--- config.mk ---
export PLATFORM = sky130hd
export DESIGN_NAME = carregador_programa
export DESIGN_NICKNAME = d
export VERILOG_FILES = /design/src/rtl/carregador_programa.sv
export SDC_FILE = /design/constraint.sdc
export NUM_CORES = 1
export LEC_CHECK = 0
export CAP_MARGIN = 0
export CORE_MARGIN = 4
export CORE_UTILIZATION = 44
export CTS_CLUSTER_DIAMETER = 80
export DETAILED_ROUTE_END_ITERATION = 12
export GPL_TIMING_DRIVEN = 1
export PLACE_DENSITY = 0.63
export SETUP_SLACK_MARGIN = 0.15
export SYNTH_ARGS = -nofsm -noshare
export SYNTH_HDL_FRONTEND = slang
export SYNTH_SLANG_ARGS = --single-unit
--- constraint.sdc ---
create_clock -name CLK -period 4.8 [get_ports CLK]
set_input_delay 1.2 -clock CLK [delete_from_list [all_inputs] [get_ports CLK]]
set_output_delay 1.2 -clock CLK [all_outputs]
set_load 0.02 [all_outputs]
--- src/rtl/carregador_programa.sv ---
// Program loader for the nRISC core: receives a length-prefixed, checksummed byte
// stream and writes it into instruction memory, holding the core in reset until it checks good.
module carregador_programa #(
    parameter logic [7:0] ADDR_BASE = 8'h00
) (
    input  logic       CLK,
    input  logic       RESET,
    input  logic       start,
    input  logic [7:0] byte_in,
    input  logic       byte_valid,
    output logic       byte_ready,
    output logic       mem_we,
    output logic [7:0] mem_addr,
    output logic [7:0] mem_data,
    output logic       cpu_reset,
    output logic       done,
    output logic       erro
);

    typedef enum logic [2:0] {
        OCIOSO,
        TAMANHO,
        DADOS,
        CHECKSUM,
        PRONTO,
        ERRO
    } state_t;

    state_t     state_q;
    logic [8:0] len_q;
    logic [8:0] cnt_q;
    logic [7:0] sum_q;
    logic       mem_we_q;
    logic [7:0] mem_addr_q;
    logic [7:0] mem_data_q;
    logic       cpu_reset_q;
    logic       done_q;
    logic       erro_q;
    logic       accept;

    // NOTE: byte_ready depends on state only, so the stream source never sees a
    // combinational path from its own byte_valid back to byte_ready.
    assign byte_ready = (state_q == TAMANHO) || (state_q == DADOS) || (state_q == CHECKSUM);
    assign accept     = byte_valid && byte_ready;

    // NOTE: all state is updated with non-blocking assignments so every register
    // samples the values from before this edge, independent of statement order.
    always_ff @(posedge CLK) begin
        if (!RESET) begin
            state_q     <= OCIOSO;
            len_q       <= '0;
            cnt_q       <= '0;
            sum_q       <= '0;
            mem_we_q    <= 1'b0;
            mem_addr_q  <= ADDR_BASE;
            mem_data_q  <= '0;
            cpu_reset_q <= 1'b0;
            done_q      <= 1'b0;
            erro_q      <= 1'b0;
        end else begin
            mem_we_q <= 1'b0;
            case (state_q)
                OCIOSO: begin
                    if (start) state_q <= TAMANHO;
                end
                TAMANHO: begin
                    if (accept) begin
                        // A length byte of zero encodes a full 256-byte program.
                        len_q   <= (byte_in == 8'h00) ? 9'd256 : {1'b0, byte_in};
                        cnt_q   <= '0;
                        sum_q   <= '0;
                        state_q <= DADOS;
                    end
                end
                DADOS: begin
                    if (accept) begin
                        mem_we_q   <= 1'b1;
                        mem_addr_q <= ADDR_BASE + cnt_q[7:0];
                        mem_data_q <= byte_in;
                        sum_q      <= sum_q + byte_in;
                        cnt_q      <= cnt_q + 9'd1;
                        if (cnt_q + 9'd1 == len_q) state_q <= CHECKSUM;
                    end
                end
                CHECKSUM: begin
                    if (accept) begin
                        if (byte_in == sum_q) begin
                            state_q     <= PRONTO;
                            done_q      <= 1'b1;
                            cpu_reset_q <= 1'b1;
                        end else begin
                            state_q <= ERRO;
                            erro_q  <= 1'b1;
                        end
                    end
                end
                PRONTO, ERRO: begin
                    if (start) begin
                        state_q     <= TAMANHO;
                        done_q      <= 1'b0;
                        erro_q      <= 1'b0;
                        cpu_reset_q <= 1'b0;
                    end
                end
                default: state_q <= OCIOSO;
            endcase
        end
    end

    assign mem_we    = mem_we_q;
    assign mem_addr  = mem_addr_q;
    assign mem_data  = mem_data_q;
    assign cpu_reset = cpu_reset_q;
    assign done      = done_q;
    assign erro      = erro_q;

endmodule

Fig. 1: run 1, metal 1
Supply wires on this layer in gray.
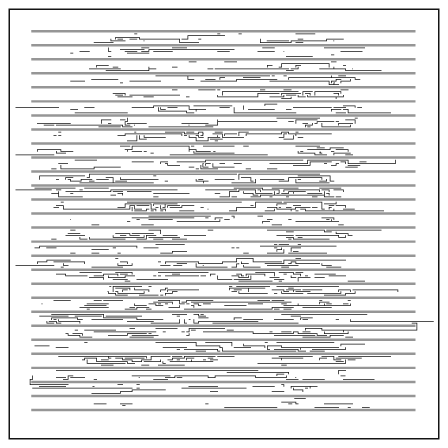
share of all routed wire: 49%
nets with wire on the layer: 333
wire length on this layer: 2,870 um
longest straight run: 39.1 um
main direction: horizontal

Fig. 2: run 1, metal 2
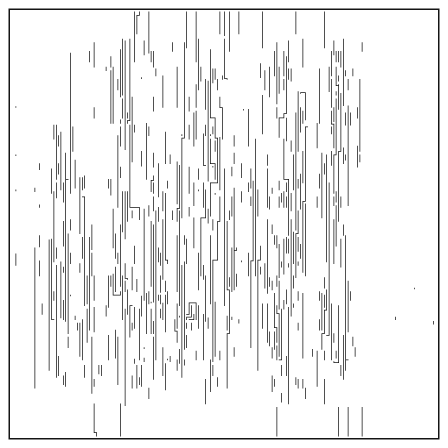
wire length on this layer: 2,660 um
share of all routed wire: 46%

Fig. 3: run 1, signal wires on met3
Bar = 20 um. Cells faint in the background.
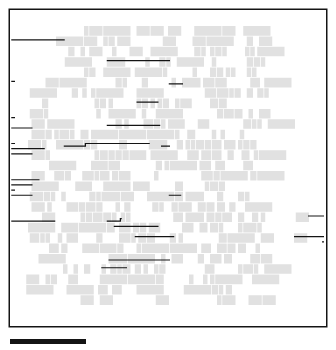
longest straight run: 16.8 um
wire length on this layer: 192 um
nets with wire on the layer: 22

==> run 1: per-layer routing <==
metal | up-vias | GRT usage (%) | share of wire [%]
met5 | - | 0 | 0
met4 | 0 | 6.09 | 1.4
met3 | 7 | 4.07 | 3.3
met2 | 33 | 28.4 | 46
met1 | 1018 | 22.9 | 49
li1 | 1127 | - | -
==> run 1: synthesized netlist by cell type, types with 2 or more instances <==
master / instances
sky130_fd_sc_hd__nor2_1: 22
sky130_fd_sc_hd__a21boi_0: 8
sky130_fd_sc_hd__nand3b_1: 3
sky130_fd_sc_hd__o21ai_0: 9
sky130_fd_sc_hd__inv_1: 4
sky130_fd_sc_hd__and3_1: 3
sky130_fd_sc_hd__buf_2: 8
sky130_fd_sc_hd__or3_1: 3
sky130_fd_sc_hd__dfxtp_1: 48
sky130_fd_sc_hd__nor3_1: 6
sky130_fd_sc_hd__xnor2_1: 13
sky130_fd_sc_hd__xor2_1: 7
sky130_fd_sc_hd__a21oi_1: 40
sky130_fd_sc_hd__nor3b_1: 4
sky130_fd_sc_hd__nor4_1: 5
sky130_fd_sc_hd__clkbuf_1: 8
sky130_fd_sc_hd__nand2_1: 68
sky130_fd_sc_hd__nor2b_1: 6
sky130_fd_sc_hd__o211ai_1: 3
sky130_fd_sc_hd__or2_1: 2
sky130_fd_sc_hd__nand3_1: 14
sky130_fd_sc_hd__ha_1: 8
sky130_fd_sc_hd__nand4_1: 3
sky130_fd_sc_hd__buf_6: 2
sky130_fd_sc_hd__a31oi_1: 2
sky130_fd_sc_hd__and2_1: 4
==> run 1: sequential cells by signal, indices dropped and copies added, names as in the netlist <==
register / count
cnt_q: 9
len_q: 9
mem_we: 1
mem_data: 8
mem_addr: 8
erro: 1
state_q: 3
done: 1
sum_q: 8
==> reports/results.txt, run 1 <==
Count of final hold-check violations: 0
Count of distinct cell types in the synthesized netlist: 40
Seq. cell area: 961 um^2
Final antenna diode count: 0
Worst setup slack for register-to-register paths: 2600 ps
Cell at the root of the clock tree: sky130_fd_sc_hd__clkbuf_8
Last element of the critical path: sum_q[6]
Final-layout non-clock buffer area share: 12.1%
Outcome: finished clean
Critical Path Most Common Cell: sky130_fd_sc_hd__a21oi_1
Antenna violations before repair: 0
Power spent charging and discharging nets: 0.205 mW
Crit share post-route: 65.0%
Post-layout util: 53.1%
Number of remaining DRC errors: 0
Worst-case headroom to the max-slew limit: 29.2%
Post-layout min period: 3120 ps
Detailed-router iteration count before antenna repair: 4
Worst min-delay path startpoint: mem_data[6]
Nets at Floorplan: 338
Cell area reported after detailed placement: 0.00281 mm^2
Largest cell class by area: multi-input combinational cells
Num sequential: 48
Count of library flops with an enable pin: 0
Pins over their slew limit: 0
Critical path origin: byte_in[0]
First-pass GRT wire length: 9980 um
Worst EP arrival: 3310 ps
Die Height: 83 um
Setup total negative slack: 0 ps
Standard-cell rows: 27
Maximum achievable frequency: 0.321 GHz
Cell accounting for the most synthesized area: sky130_fd_sc_hd__dfxtp_1
Count of nets left with antenna violations after detail routing: 0
Number of filler instances in the final layout: 565
Nature of the critical path startpoint: input port
Xor and xnor fraction of the mapped netlist area: 7.08%
Post-synthesis simple-gate area fraction: 27.8%
DR vias/cell: 5.30
Pin count of the biggest net entering global routing: 33
Max Buffers Root-to-Sink: 2
Worst IR Drop VDD: 0.135 mV
Post-placement cell count: 405
Stage-log warning count: 26
Post-synthesis area per instance: 7.81 um^2
Synthesized cell area: 0.00247 mm^2
TritonCTS clock tree: done
Number of buffers added on ports: 32
AND-OR/OR-AND Cells, Area Fraction: 16.2%
Kind of cell with the highest combined delay on the critical path: AND-OR/OR-AND gates
Number of tap instances: 72
Multiplexer share of the synthesized area: 0.404%
Bufs w/o clock: 36
WL/cell: 14.1 um
Depth of the worst register-to-register path: 6
Worst-case hold path end point: mem_data[6]
CTS H-tree lvls: 2
Total die area: 0.00689 mm^2
Type of destination of the critical path: flop
Chip area estimate from yosys synthesis: 0.00247 mm^2
Least-Margin Pin Slew: 1060 ps
Worst path bufs/invs: 1
Number of instances resized during post-cts repair: 0
Number of cells in Yosys stat: 317
Final total power: 0.787 mW
## Run 2: what changed since run 1
Settings changed: PLACE_DENSITY 0.63 to 0.66.
Clock period 4.8 ns to 2.6 ns, I/O delays scaled along.
Fig. 4: run 2, signal wires on met3
Bar = 20 um. Cells faint in the background.
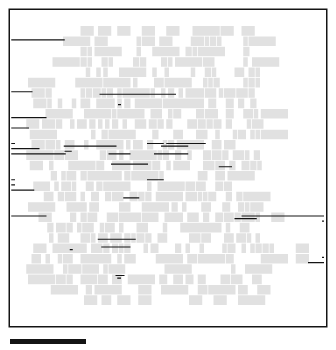
longest straight run: 21.4 um
main direction: horizontal
nets with wire on the layer: 28

==> run 2 against run 1 <==
Clock skew fell by 1.6 ps. Flip-flop count stayed put. Area after synthesis stayed put. Count of clock-buffer cells in the layout is 2 lower. Highest routed layer unchanged. Clock power rose to 2.5 times the previous value. Critical path type unchanged.
==> reports/results.txt, run 2 <==
Outcome: finished clean
Count of library flops with an enable pin: 0
Max cap viols: 0
Top layer used by detailed routing: met4
Worst-case headroom to the max-slew limit: 71.0%
Met2 wire length: 2790 um
Cell area reported after detailed placement: 0.00298 mm^2
First-pass GRT wire length: 10,100 um
Last element of the critical path: sum_q[7]
Seq. cell area: 961 um^2
DP Worst Slack: -207 ps
Warnings, synthesis: 0
Final design area excluding fillers: 0.00316 mm^2
Maximum achievable frequency: 0.424 GHz
Die Height: 83 um
Nature of the critical path startpoint: input port
Seq share, synth: 38.8%
Number of cells in Yosys stat: 317
Post-synthesis area per instance: 7.81 um^2
Cell accounting for the most synthesized area: sky130_fd_sc_hd__dfxtp_1
Count of nets left with antenna violations after detail routing: 0
Final antenna diode count: 0
Xor and xnor fraction of the mapped netlist area: 7.08%
Worst reg2reg path startpoint: sum_q[1]
Worst IR Drop VDD: 0.326 mV
Total die area: 0.00689 mm^2
Number of remaining DRC errors: 0
CTS H-tree lvls: 2
Post-placement cell count: 427
Detailed-router iteration count before antenna repair: 4
Antenna violations before repair: 0
Depth of the worst register-to-register path: 7
Total wire length: 6010 um
Starting Density: 45.2%
Pins over their slew limit: 0
Synthesized cell area: 0.00247 mm^2
Setup total negative slack: 0 ps
Worst min-delay path startpoint: mem_addr[5]
Nets at Floorplan: 338
Multiplexer share of the synthesized area: 0.404%
Number of buffers added on ports: 32
Post-layout min period: 2360 ps
Dominant synthesized flop cell: sky130_fd_sc_hd__dfxtp_1
Worst Path Required: 2840 ps
Source-to-sink clock delay at the later pin of the worst-skew pair: 300 ps
Amount of wire on met3 after detailed routing: 212 um
Most numerous cell types in the synthesized netlist: sky130_fd_sc_hd__nand2_1 (68), sky130_fd_sc_hd__dfxtp_1 (48), sky130_fd_sc_hd__a21oi_1 (40)
Count of final hold-check violations: 0
TritonCTS clock tree: done
Capture instance of the worst register-to-register path: sum_q[7]
Chip area estimate from yosys synthesis: 0.00247 mm^2
Worst setup slack for register-to-register paths: 680 ps
DR vias/cell: 5.24
AND-OR/OR-AND Cells, Area Fraction: 16.2%
Post-layout util: 57.8%
Worst-case hold path end point: mem_addr[5]
Endpoints failing setup: 0
Count of distinct cell types in the synthesized netlist: 40
Standard-cell rows: 27
WL/cell: 13.8 um
Adder-cell share of the synthesized area: 4.85%
Total via count in the routed design: 2,280
Pin count of the biggest net entering global routing: 19
Number of filler instances in the final layout: 544
Critical path origin: byte_in[3]
Crit share post-route: 90.7%
PnR worst setup slack: 242 ps
Final total power: 1.66 mW
GR Util All Layers: 17.6%
Cell at the root of the clock tree: sky130_fd_sc_hd__clkbuf_8
Max Buffers Root-to-Sink: 2
Class of the most critical hold timing path: flop to flop
Post-synthesis simple-gate area fraction: 27.8%
Least-Margin Pin Slew: 435 ps
Iteration-0 DRC count of the detailed router: 85
Wire length on met1: 2860 um
Stage-log warning count: 26
Most popular library cell in the synthesized design by count: sky130_fd_sc_hd__nand2_1
Registers with the most flip-flops: cnt_q: 9 flops, len_q: 9 flops
Worst EP arrival: 2600 ps
Type of destination of the critical path: flop
[run 2: netlist changes by cell type in the layout (fill, tap and decap cells not counted), moves of 2 or more]
| cell | before | now |
|---|---|---|
| sky130_fd_sc_hd__ha_4 | 0 | 2 |
| sky130_fd_sc_hd__bufinv_16 | 0 | 2 |
| sky130_fd_sc_hd__ha_1 | 8 | 5 |
| sky130_fd_sc_hd__a21oi_2 | 0 | 2 |
| sky130_fd_sc_hd__a21oi_1 | 40 | 38 |
| sky130_fd_sc_hd__buf_4 | 4 | 26 |
| sky130_fd_sc_hd__clkbuf_8 | 7 | 5 |
[run 2: layout make-up]
type                            instances  share of cell area, %
Inverter                                4                  0.475
Sequential cell                        48                   30.4
Clock buffer                            5                   2.18
Clock inverter                          3                   2.18
Timing Repair Buffer                   58                   16.4
Multi-Input combinational cell        245                   45.5
Tap cell                               72                   2.85
[run 2: layer usage]
layer	GRT usage [%]	vias to the layer above
li1	-	1167
met1	24.3	1054
met2	28.1	49
met3	3.17	10
met4	5.05	0
met5	0	-
[run 2: worst max-delay path, stage by stage]
cell and delay (ps):
sky130_fd_sc_hd__clkdlybuf4s50_1 510, sky130_fd_sc_hd__ha_2 320, sky130_fd_sc_hd__nand3_1 100, sky130_fd_sc_hd__o211ai_1 130
sky130_fd_sc_hd__o41ai_2 330, sky130_fd_sc_hd__xor2_1 120, sky130_fd_sc_hd__or3_1 320, sky130_fd_sc_hd__a31oi_1 120
[run 2: timing repair]
action	in CTS	in global routing
pin swaps	0	2
setup endpoints to repair	1	3
gates resized	1	7
[run 2: where the power goes]
group | internal (mW) | total (mW) | switching (mW)
sequential | 0.753 | 0.770 | 0.0172
combinational | 0.108 | 0.234 | 0.127
clock | 0.387 | 0.660 | 0.272
Power and IR drop assume default switching activity.
